### src/rtl/codebook_fill_seq.sv
// codebook_fill_seq: per-vector sequencer that issues centroid lines and tracks distance-table writes
module codebook_fill_seq #(
    parameter int W   = 32,
    parameter int Dt  = 8,
    parameter int Kt  = 32,
    parameter int Pt  = 16,
    parameter int LAT = 7,
    localparam int NL = Kt / Pt,
    localparam int AW = (NL > 1) ? $clog2(NL) : 1
) (
    input  logic          clk,
    input  logic          rst,
    input  logic [W*Dt-1:0] u_in,
    input  logic          u_vld,
    output logic          u_rdy,
    input  logic          hold,
    output logic [W*Dt-1:0] u,
    output logic          ena,
    output logic [AW-1:0] cent_addr,
    output logic          dist_wena,
    output logic [AW-1:0] dist_addr,
    output logic          tbl_vld,
    output logic          done
);
    typedef enum logic [1:0] {IDLE, FILL, DRAIN} state_t;

    localparam logic [AW-1:0] LAST = AW'(NL - 1);

    state_t        state, state_nx;
    logic [AW-1:0] cnt;
    logic [LAT-1:0] sv;
    logic [AW-1:0] sa [LAT];
    logic          issue, accept, last_wr;

    assign cent_addr = cnt;
    assign dist_addr = sa[LAT-1];
    assign accept    = (state == IDLE) && u_vld;
    assign issue     = (state == FILL) && ena;
    assign last_wr   = (state == DRAIN) && dist_wena && (dist_addr == LAST);

    // next-state, handshake and pipeline-enable decode
    always_comb begin
        state_nx  = state;
        u_rdy     = (state == IDLE);
        ena       = (state == IDLE) || !hold;
        dist_wena = sv[LAT-1] && ena && (state != IDLE);
        case (state)
            IDLE:    state_nx = u_vld ? FILL : IDLE;
            FILL:    state_nx = (ena && cnt == LAST) ? DRAIN : FILL;
            DRAIN:   state_nx = last_wr ? IDLE : DRAIN;
            default: state_nx = IDLE;
        endcase
    end

    // state register
    always_ff @(posedge clk) begin
        if (rst) state <= IDLE;
        else     state <= state_nx;
    end

    // captured vector, issue counter (parks on the last line), completion flags
    always_ff @(posedge clk) begin
        if (rst) begin
            u       <= '0;
            cnt     <= '0;
            tbl_vld <= 1'b0;
            done    <= 1'b0;
        end else begin
            done <= last_wr;
            if (accept) begin
                u       <= u_in;
                cnt     <= '0;
                tbl_vld <= 1'b0;
            end else begin
                if (issue && cnt != LAST) cnt <= cnt + AW'(1);
                if (last_wr) tbl_vld <= 1'b1;
            end
        end
    end

    // issue-valid/address delay line matching the RAM read plus distance pipe depth
    always_ff @(posedge clk) begin
        if (rst) begin
            sv <= '0;
            for (int i = 0; i < LAT; i++) sa[i] <= '0;
        end else if (ena) begin
            sv[0] <= issue;
            sa[0] <= cnt;
            for (int i = 1; i < LAT; i++) begin
                sv[i] <= sv[i-1];
                sa[i] <= sa[i-1];
            end
        end
    end
endmodule

### config.mk
export PLATFORM = sky130hd
export DESIGN_NAME = codebook_fill_seq
export DESIGN_NICKNAME = d
export VERILOG_FILES = /design/src/rtl/codebook_fill_seq.sv
export SDC_FILE = /design/constraint.sdc
export NUM_CORES = 1
export LEC_CHECK = 0
export CAP_MARGIN = 25
export CORE_AREA = 2 2 203 205
export DETAILED_ROUTE_END_ITERATION = 6
export DIE_AREA = 0 0 205 207
export GPL_ROUTABILITY_DRIVEN = 0
export PLACE_DENSITY = 0.61
export RECOVER_POWER = 25
export REMOVE_ABC_BUFFERS = 1
export SLEW_MARGIN = 20
export SYNTH_ARGS = -nofsm -noshare
export SYNTH_HDL_FRONTEND = slang
export SYNTH_SLANG_ARGS = --single-unit
export TNS_END_PERCENT = 30
### constraint.sdc
create_clock -name clk -period 2.5 [get_ports clk]
set_clock_uncertainty 0.05 [all_clocks]
set_input_delay 0.5 -clock clk [delete_from_list [all_inputs] [get_ports clk]]
set_output_delay 0.5 -clock clk [all_outputs]
set_load 0.02 [all_outputs]
Fig. 1: floorplan with the power grid
(2 px per um) Pins as bars on the die edge. Tap cells in grey.
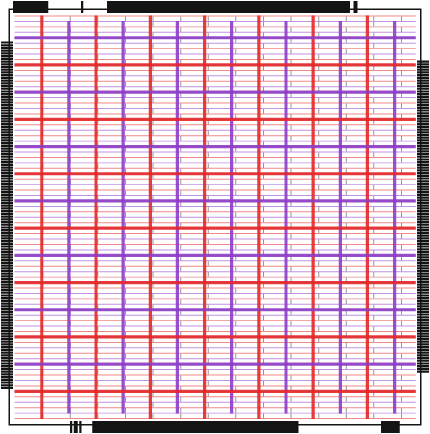
- red: VSS
- purple: VDD
- met5 straps: 14
- rows: 74
- met1 rails: 75
- signal pins: 523
- met4 straps: 14

Fig. 2: placement by cell class
(2 px per um) Fill, decap, tap and diode cells in grey.
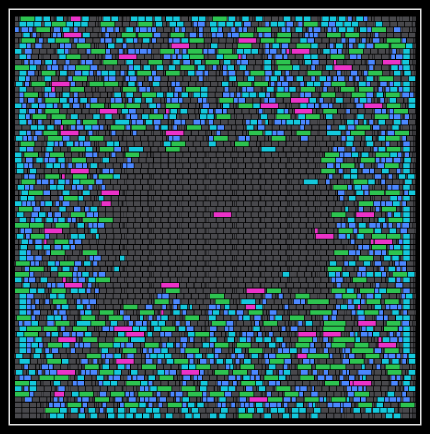
- blue: remaining logic cells (cells 812; share of their area 33%)
- cyan: remaining buffers and delay cells (cells 552; share of their area 30%)
- magenta: clock drivers and dummy loads (cells 57; share of their area 5.8%)
- green: registers (cells 275; share of their area 31%)

Fig. 3: routed clock nets over the placement
(2 px per um)
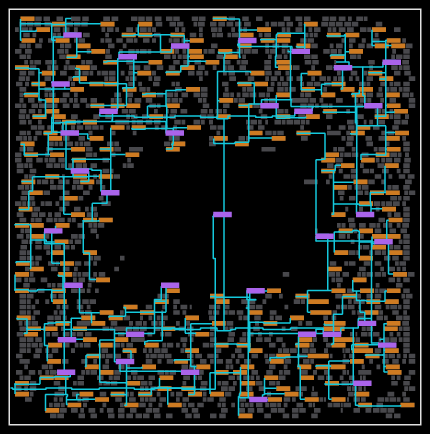
- cyan: clock wires (length 4320 um)
- purple: clock-net drivers (count 35)
- orange: flip-flops (count 275)
- routed clock nets: 36

==> notes.org <==
#+TITLE: Physical design notes

** Outcome
- Outcome :: complete, no violations

** Synthesis
- In this run, the synthesized area fraction spent on and/or/nand/nor cells is recorded as 0.275.
- In this run, synthesis produced a sequential element count of 275.
- In the synthesized netlist, the dominant kind of combinational cell is simple AND/OR/NAND/NOR gates.
- For this run, the register share of the synthesized area comes to 0.449.
- Library cell with the highest instance count after synthesis :: sky130_fd_sc_hd__nand2b_1
- Count of mapped cells out of synthesis :: 1178
- The commonest cells after synthesis are sky130_fd_sc_hd__nand2b_1 (519), sky130_fd_sc_hd__dfxtp_1 (268), sky130_fd_sc_hd__mux2i_1 (262), sky130_fd_sc_hd__clkbuf_1 (54), sky130_fd_sc_hd__buf_12 (22).
- The cell area that synthesis handed to floorplanning was 12400 um^2.
- The synthesized design contains 7 enable-type register cells.
- Share of synthesized area spent on multiplexers :: 0.211
- The gate-level netlist out of Yosys references 30 unique cell types.
- Of the total synthesized cell area, the portion taken by XOR and XNOR cells is 0.
- The area recorded from the Yosys report for this design is 12400 um^2.
- Largest cells by area :: sky130_fd_sc_hd__dfxtp_1 (43%), sky130_fd_sc_hd__nand2b_1 (26%), sky130_fd_sc_hd__mux2i_1 (21%), sky130_fd_sc_hd__buf_12 (3.5%), sky130_fd_sc_hd__edfxtp_1 (1.7%)
- Total of warnings raised by yosys :: 0
- Primary flip-flop cell chosen by synthesis mapping :: sky130_fd_sc_hd__dfxtp_1

** Critical path
- Launching point of the worst reg2reg path :: state[0]
- Req. time, crit path :: 1.95 ns
- STA lists the endpoint of the worst register-to-register path as u[30].
- In this design, the largest share of critical-path delay is due to buffers and inverters.
- Worst reg2reg setup slack :: 0.31 ns
- Cell with the largest stage delay on the worst path :: sky130_fd_sc_hd__clkdlybuf4s50_1
- Per the OpenROAD timing report, the critical path contains 2 cells.

** Power
- Of the total power, combinational logic draws 0.190.
- Per report_power, the Clock row totals 4.72 mW.
- The largest share of the power goes to sequential cells.
- Summing internal, switching and leakage power gives 11.8 mW.
- P_comb :: 2.24 mW
- The flow reports power dissipated in sequential cells as 4.84 mW.

** Detailed routing
- Ratio of routed vias to standard cells :: 4.32
- Metal2 WL :: 18.1 mm
- The highest layer touched by signal routing is met5.
- Wire length the detailed router placed on met1 :: 14.2 mm

** Min path
- The path with the worst hold slack has its endpoint at sv[0].
- STA lists the startpoint of the worst hold path as sv[0].

** Cells and area
- Fillers :: 3820
- Cell area after layout :: 18900 um^2
- Post-Layout Cell Count :: 2231

** Floorplan
- Core Region :: 40400 um^2
- DIE AREA :: 42400 um^2
- Core utilization at floorplan :: 0.308

** Timing
- Post-route minimum period :: 2.40 ns
- Timing would allow up to 417 MHz.
- Setup repair after global routing left no endpoint under its margin.
- For the final routed database, the setup TNS stands at 0 ns.
- Final setup slack of the worst path :: 0.104 ns

** GRT
- The first global-routing pass estimated 55.4 mm of wire.
- The layer flagged by global routing as most heavily used is met2.
- Entering global routing, the biggest net connects 121 pins.
- The via count of the first global-routing pass is 9886.

** Placed design
- In this run the cell area measured after placement is 17900 um^2.
- Placed insts :: 2171
- DP Worst Slack :: 0.114 ns

** Job
- Warning total across the stage logs :: 27
- Max-capacitance violation count :: 0

** Clocking
- After clock tree synthesis, the clock-pin slew on the worst setup and hold paths is 0.06 ns.
- The clock passes through at most 3 buffers.
- Hold buffers post-CTS :: 0
- The later pin in the worst-skew pair is clocked with a latency of 0.52 ns.
- Clock tree from TritonCTS :: yes
- Clock tree synthesis selected as its root buffer the cell sky130_fd_sc_hd__clkbuf_16.
- CTS saw 275 sinks.
Fig. 4: routed metal, one colour a layer
(2 px per um)
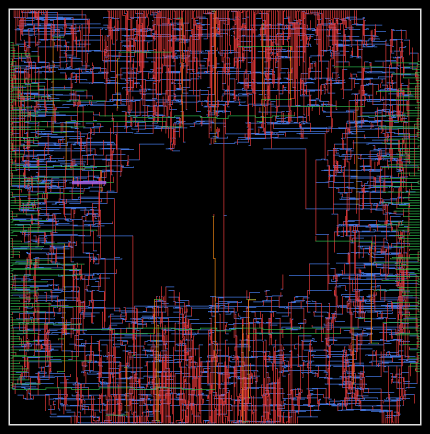
- purple: M5 (wire length 15.6 um)
- blue: M1 (wire length 14200 um)
- green: M3 (wire length 3220 um)
- orange: M4 (wire length 812 um)
- red: M2 (wire length 18100 um)

Fig. 5: track usage over the die
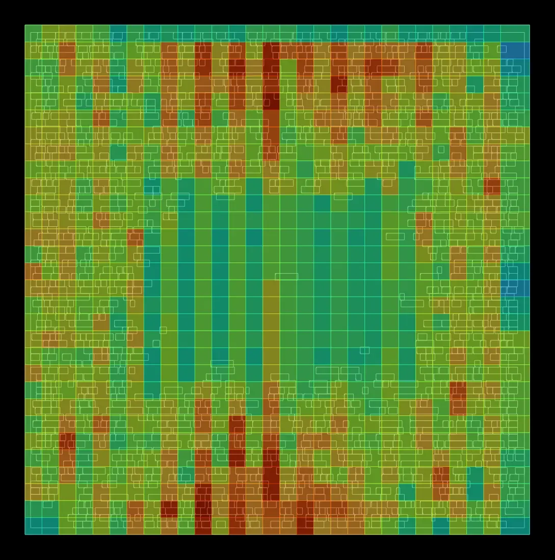
GRT met2 Usage: 0.291
GRT Resource Usage Total: 0.166
met3 usage: 0.0634
global routing usage on met1: 0.183
final core utilization: 0.469

worst reg2reg max path, stage by stage (launching register included):
cell and delay [ns]:
sky130_fd_sc_hd__dfxtp_2 0.38, sky130_fd_sc_hd__nor3b_4 0.21, sky130_fd_sc_hd__clkbuf_2 0.77, sky130_fd_sc_hd__clkbuf_2 0.47
sky130_fd_sc_hd__mux2i_1 0.24
state kept, by name, indices dropped and copies added, names as in the netlist:
signal	count
tbl_vld	1
done	1
state	2
sa	7
u	256
cent_addr	1
sv	7
final cells by class:
| type | count | area share |
|---|---|---|
| diodes | 3 | 0.000397 |
| clock buffers | 49 | 0.0540 |
| clock inverters | 8 | 0.00212 |
| inverters | 3 | 0.000595 |
| multi-input cells | 809 | 0.322 |
| flip-flops and latches | 275 | 0.295 |
| well taps | 532 | 0.0352 |
| repair buffers | 552 | 0.291 |
Power and IR drop assume default switching activity.
